Figure 1. Placement view.
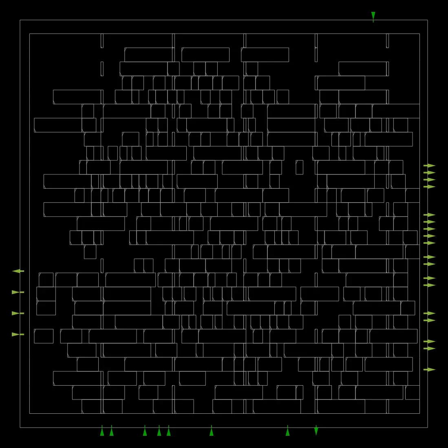
Figure 2. Layout detail.
Region (49, 49) to (69, 69) um. Cells in grey, sequential cells in the stronger grey; small squares are vias.
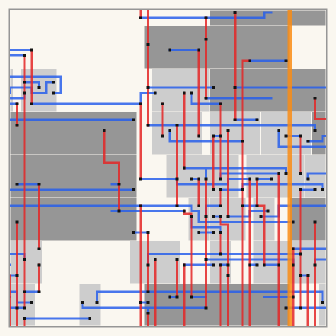
Figure 3. Pin map.
Scale bar: 20 um. Pins as bars across the die edge, other pins in grey.
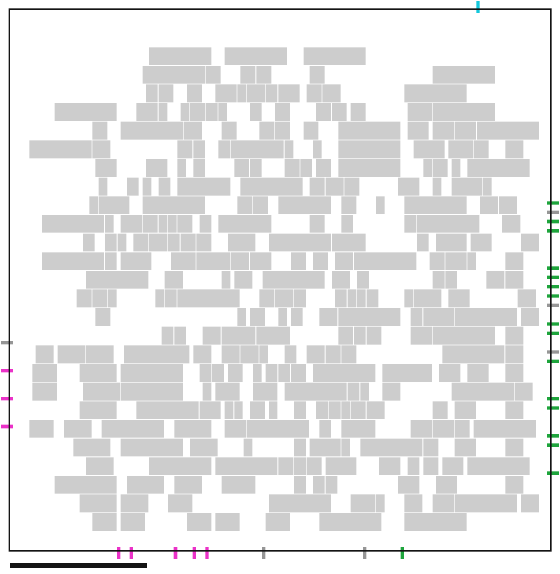
Figure 4. Cell density map.
8 x 8 tiles, from white (low) to dark blue (high), 0 to 100% covered.
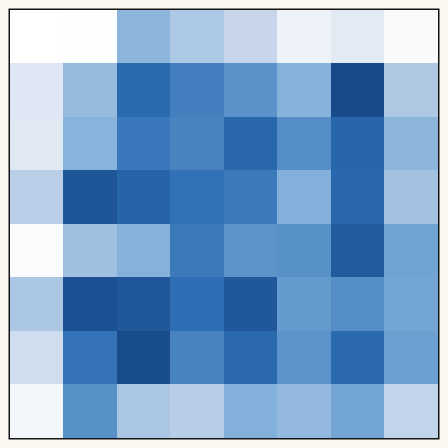
Figure 5. Cells by drive strength.
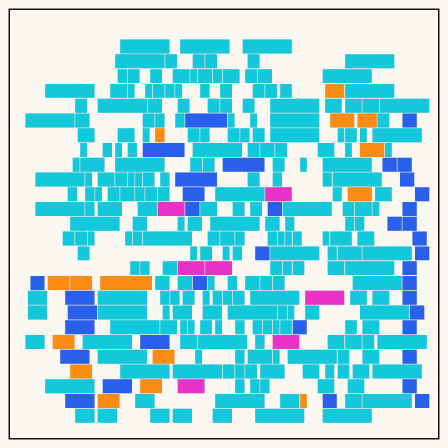
File: config.mk
export PLATFORM = sky130hd
export DESIGN_NAME = fifo_uart_tx
export DESIGN_NICKNAME = d
export VERILOG_FILES = /design/src/rtl/fifo_uart_tx.sv
export SDC_FILE = /design/constraint.sdc
export NUM_CORES = 1
export LEC_CHECK = 0
export CORE_MARGIN = 1.5
export CORE_UTILIZATION = 50
export DETAILED_ROUTE_END_ITERATION = 16
export HOLD_SLACK_MARGIN = 0.08
export PLACE_DENSITY = 0.73
export SYNTH_ARGS = -nofsm -noshare
export SYNTH_HDL_FRONTEND = slang
export SYNTH_SLANG_ARGS = --single-unit
File: constraint.sdc
create_clock -name clk -period 3 [get_ports clk]
set_clock_uncertainty 0.05 [all_clocks]
set_input_delay 0.9 -clock clk [delete_from_list [all_inputs] [get_ports clk]]
set_output_delay 0.9 -clock clk [all_outputs]
set_load 0.1 [all_outputs]
File: src/rtl/fifo_uart_tx.sv
// fifo_uart_tx: pops bytes from an 8-entry FIFO and sends them as UART frames.
// Frame: start(0), 8 data bits LSB first, [even parity], stop(1). Line idles high.
// Ports: clk, reset (async, active high), fifo_empty, fifo_dout[7:0] (1-cycle
// read latency) in; fifo_r_en, tx, busy, tx_done, frame_count[15:0] out.
// Param CLKS_PER_BIT (2..65535). Macro FIFO_UART_TX_PARITY_EN adds parity bit.
module fifo_uart_tx #(
  parameter int CLKS_PER_BIT = 16
) (
  input  logic        clk,
  input  logic        reset,
  input  logic        fifo_empty,
  input  logic [7:0]  fifo_dout,
  output logic        fifo_r_en,
  output logic        tx,
  output logic        busy,
  output logic        tx_done,
  output logic [15:0] frame_count
);

  typedef enum logic [2:0] {
    S_IDLE,
    S_POP,
    S_LOAD,
    S_START,
    S_DATA,
`ifdef FIFO_UART_TX_PARITY_EN
    S_PARITY,
`endif
    S_STOP
  } state_t;

  localparam logic [15:0] LAST = 16'(CLKS_PER_BIT - 1);
  // tx_done is registered, so it is raised one cycle ahead.
  localparam logic [15:0] PRE  = 16'(CLKS_PER_BIT - 2);

  state_t      state;
  logic [15:0] cnt;
  logic [2:0]  bit_idx;
  logic [7:0]  shift;
`ifdef FIFO_UART_TX_PARITY_EN
  logic        par;
`endif

  always_ff @(posedge clk or posedge reset) begin
    if (reset) begin
      state       <= S_IDLE;
      cnt         <= '0;
      bit_idx     <= '0;
      shift       <= '0;
`ifdef FIFO_UART_TX_PARITY_EN
      par         <= 1'b0;
`endif
      fifo_r_en   <= 1'b0;
      tx          <= 1'b1;
      busy        <= 1'b0;
      tx_done     <= 1'b0;
      frame_count <= '0;
    end else begin
      unique case (state)
        S_IDLE: begin
          if (!fifo_empty) begin
            state     <= S_POP;
            fifo_r_en <= 1'b1;
            busy      <= 1'b1;
          end
        end
        S_POP: begin
          fifo_r_en <= 1'b0;
          state     <= S_LOAD;
        end
        S_LOAD: begin
          shift <= fifo_dout;
`ifdef FIFO_UART_TX_PARITY_EN
          par   <= ^fifo_dout;
`endif
          tx    <= 1'b0;
          cnt   <= '0;
          state <= S_START;
        end
        S_START: begin
          if (cnt == LAST) begin
            cnt     <= '0;
            bit_idx <= '0;
            tx      <= shift[0];
            state   <= S_DATA;
          end else begin
            cnt <= cnt + 16'd1;
          end
        end
        S_DATA: begin
          if (cnt == LAST) begin
            cnt <= '0;
            if (bit_idx == 3'd7) begin
`ifdef FIFO_UART_TX_PARITY_EN
              tx    <= par;
              state <= S_PARITY;
`else
              tx    <= 1'b1;
              state <= S_STOP;
`endif
            end else begin
              bit_idx <= bit_idx + 3'd1;
              shift   <= {1'b0, shift[7:1]};
              tx      <= shift[1];
            end
          end else begin
            cnt <= cnt + 16'd1;
          end
        end
`ifdef FIFO_UART_TX_PARITY_EN
        S_PARITY: begin
          if (cnt == LAST) begin
            cnt   <= '0;
            tx    <= 1'b1;
            state <= S_STOP;
          end else begin
            cnt <= cnt + 16'd1;
          end
        end
`endif
        S_STOP: begin
          if (cnt == LAST) begin
            cnt         <= '0;
            tx_done     <= 1'b0;
            frame_count <= frame_count + 16'd1;
            if (!fifo_empty) begin
              state     <= S_POP;
              fifo_r_en <= 1'b1;
            end else begin
              state <= S_IDLE;
              busy  <= 1'b0;
            end
          end else begin
            cnt     <= cnt + 16'd1;
            tx_done <= (cnt == PRE);
          end
        end
        default: begin
          state <= S_IDLE;
        end
      endcase
    end
  end

endmodule

==> impl_metrics.ini <==
; implementation run metrics
[run_status]
status = complete, no violations

[finish]
buffer_area_share_pct = 9.43
finalNetCount = 325
multi_input_comb_cells = 209
antenna_cells = 0
largest_cell_class = combinational gates
non_clock_inverter_count = 7
comb_area_sq_um = 1500
drive_gt1_share_pct = 19.0
most-common-layout-cells = 49 x dfrtp_1, 25 x buf_4, 22 x nand2_1
comb_share_pct = 45.8

[synthesis]
synthAoiAreaFrac_pct = 14.0
synth_nets = 300
postSynthSeqShare_pct = 43.6
edf_count = 0
yosysChipArea_sq_um = 2870
top_cell_area_share_pct = 42.7
ys_cells = 284
dominantRegCellSynth = dfrtp_1
synth-seq-cells = 50
synth-adder-area-share_pct = 2.18
synth.distinct_cells = 52
synthCells = 284
top_cell = dfrtp_1
synthTopCellsByArea = dfrtp_1 43%, a31oi_1 4.6%, mux2_4 3.7%, nand3_1 3.1%, nand2_1 2.9%

[global_routing]
grt_pass1_vias = 2141
grt_overflow_total = 0
grt_max_degree = 38
grtUsageTotal_pct = 21.3
antenna_found_initial = 0

[detailed_routing]
post_drt_via_cell_ratio = 6.10
via_count = 2331
drtPass1Iterations = 4
wl_mm = 6.03
drtAntennaViolNets = 0

[critical_path]
endpoint_kind = flop
crit_fanout = 14
worst_ep_arrival_time_ns = 2.43
cp_slowest_cell = dfrtp_1
critPathLaunchType = flop

[timing]
slew_violations = 0
tns_ns = 0
rsz0062_at_grt = no
min_period_ns = 2.29
worst_pin_slew_ns = 0.811
fin_crit_sh_pct = 76.4
relSlewSlack_pct = 45.8
setup_violations = 0

[floorplan]
die_area_sq_um = 6210
die_w_um = 78.8
n_tap_cell = 72
die_h_um = 78.8

[pwr]
p_total_mw = 1.14
p_leak_nw = 1.45
power_density_nw_per_um2 = 348
peakVddDrop_mv = 0.189

[clocking]
cts_sinks = 50
cts_hold_buf = 0
cts_setup_buffers = 0
cts_max_path_buffers = 2
clk_latency_ns = 0.29
cts_resized = 0
clk_pin_slew_ns = 0.09

[flow_run]
warning_count = 27
max-cap-violations = 0

[hold_path]
whs_path_depth = 1
hp-class = flop to flop

[placed_design]
io_buffers = 30
Notes on Figure 1 above:
core area: 5540 sq um
Rows: 27
flop share of the area: 38.4%
Flops: 50
Filler cells: 505

Notes on Figure 2 above:
Key: orange = M4; blue = M1; red = M2
Sequential cells in the window: 6. Netlist names of flops here include `frame_count` (3), `cnt` (2). Most frequent: dfrtp_1 (6). 23 logic cells have their middle in the window.

Notes on Figure 3 above:
Key: magenta = `fifo_dout` [pins 8, direction input, edge 5 bottom, 3 left]; green = `frame_count` [pins 16, direction output, edge 15 right, 1 bottom]; cyan = `clk` [pins 1, direction input, edge top]

Notes on Figure 4 above:
3.1% of the tiles are nearly empty. The densest ninth of the die: centre. The mean over all tiles is 51%. The emptiest ninth of the die: upper left. 22% of the tiles are over 75% full.
FP Core Util: 51.9%
post-layout utilization of the core: 58.9%

Notes on Figure 5 above:
Key: magenta = x6 and larger [cells 7]; orange = x2 [cells 15]; cyan = x1 and smaller [cells 251]; blue = x3 and x4 [cells 37]
Final WS setup: 0.708 ns
Non-clock buffers: 36
Syn-to-layout area delta: 13.6%
finished layout cell area: 3260 sq um

registers in the layout (all words and copies together), names as in the netlist:
| signal | cells |
|---|---|
| shift | 8 |
| tx | 1 |
| state | 3 |
| busy | 1 |
| cnt | 16 |
| bit_idx | 3 |
| fifo_r_en | 1 |
| frame_count | 16 |
| tx_done | 1 |
worst paths after layout:
| kind | from | endpoint | slack [ns] |
|---|---|---|---|
| setup / recovery | cnt[0]$_DFFE_PP0P_ | shift[4]$_DFFE_PP0P_ | 0.71 |
| min in group asynchronous | reset | frame_count[9]$_DFFE_PP0P_ | 0.93 |
| hold / removal | frame_count[15]$_DFFE_PP0P_ | frame_count[15]$_DFFE_PP0P_ | 0.42 |
| max in group asynchronous | reset | cnt[11]$_DFFE_PP0P_ | 1.45 |
| setup reg to reg | cnt[0]$_DFFE_PP0P_ | shift[4]$_DFFE_PP0P_ | 0.71 |
| hold reg to reg | frame_count[15]$_DFFE_PP0P_ | frame_count[15]$_DFFE_PP0P_ | 0.42 |
critical path: cells and delay by family, from the launching register on:
| family | cells | cell delay, ns |
|---|---|---|
| and+or+nand+nor | 2 | 0.68 |
| DFF | 1 | 0.44 |
| AOI/OAI and AO/OA | 1 | 0.44 |
| muxes | 1 | 0.34 |
| adders and majority gates | 1 | 0.24 |
power by group:
group | internal [mW] | switching (mW)
combinational | 0.0256 | 0.0250
sequential | 0.679 | 0.00384
clock | 0.187 | 0.216
total | 0.892 | 0.245
metal layers:
layer  share of wire (%)  up-vias  GRT usage [%]
met1                  48     1136           30.1
met3                 3.7        6           3.45
met4                 1.2        0           6.14
met5                   0        -              0
li1                    -     1123              -
met2                  47       66           34.0
Power and IR drop assume default switching activity.
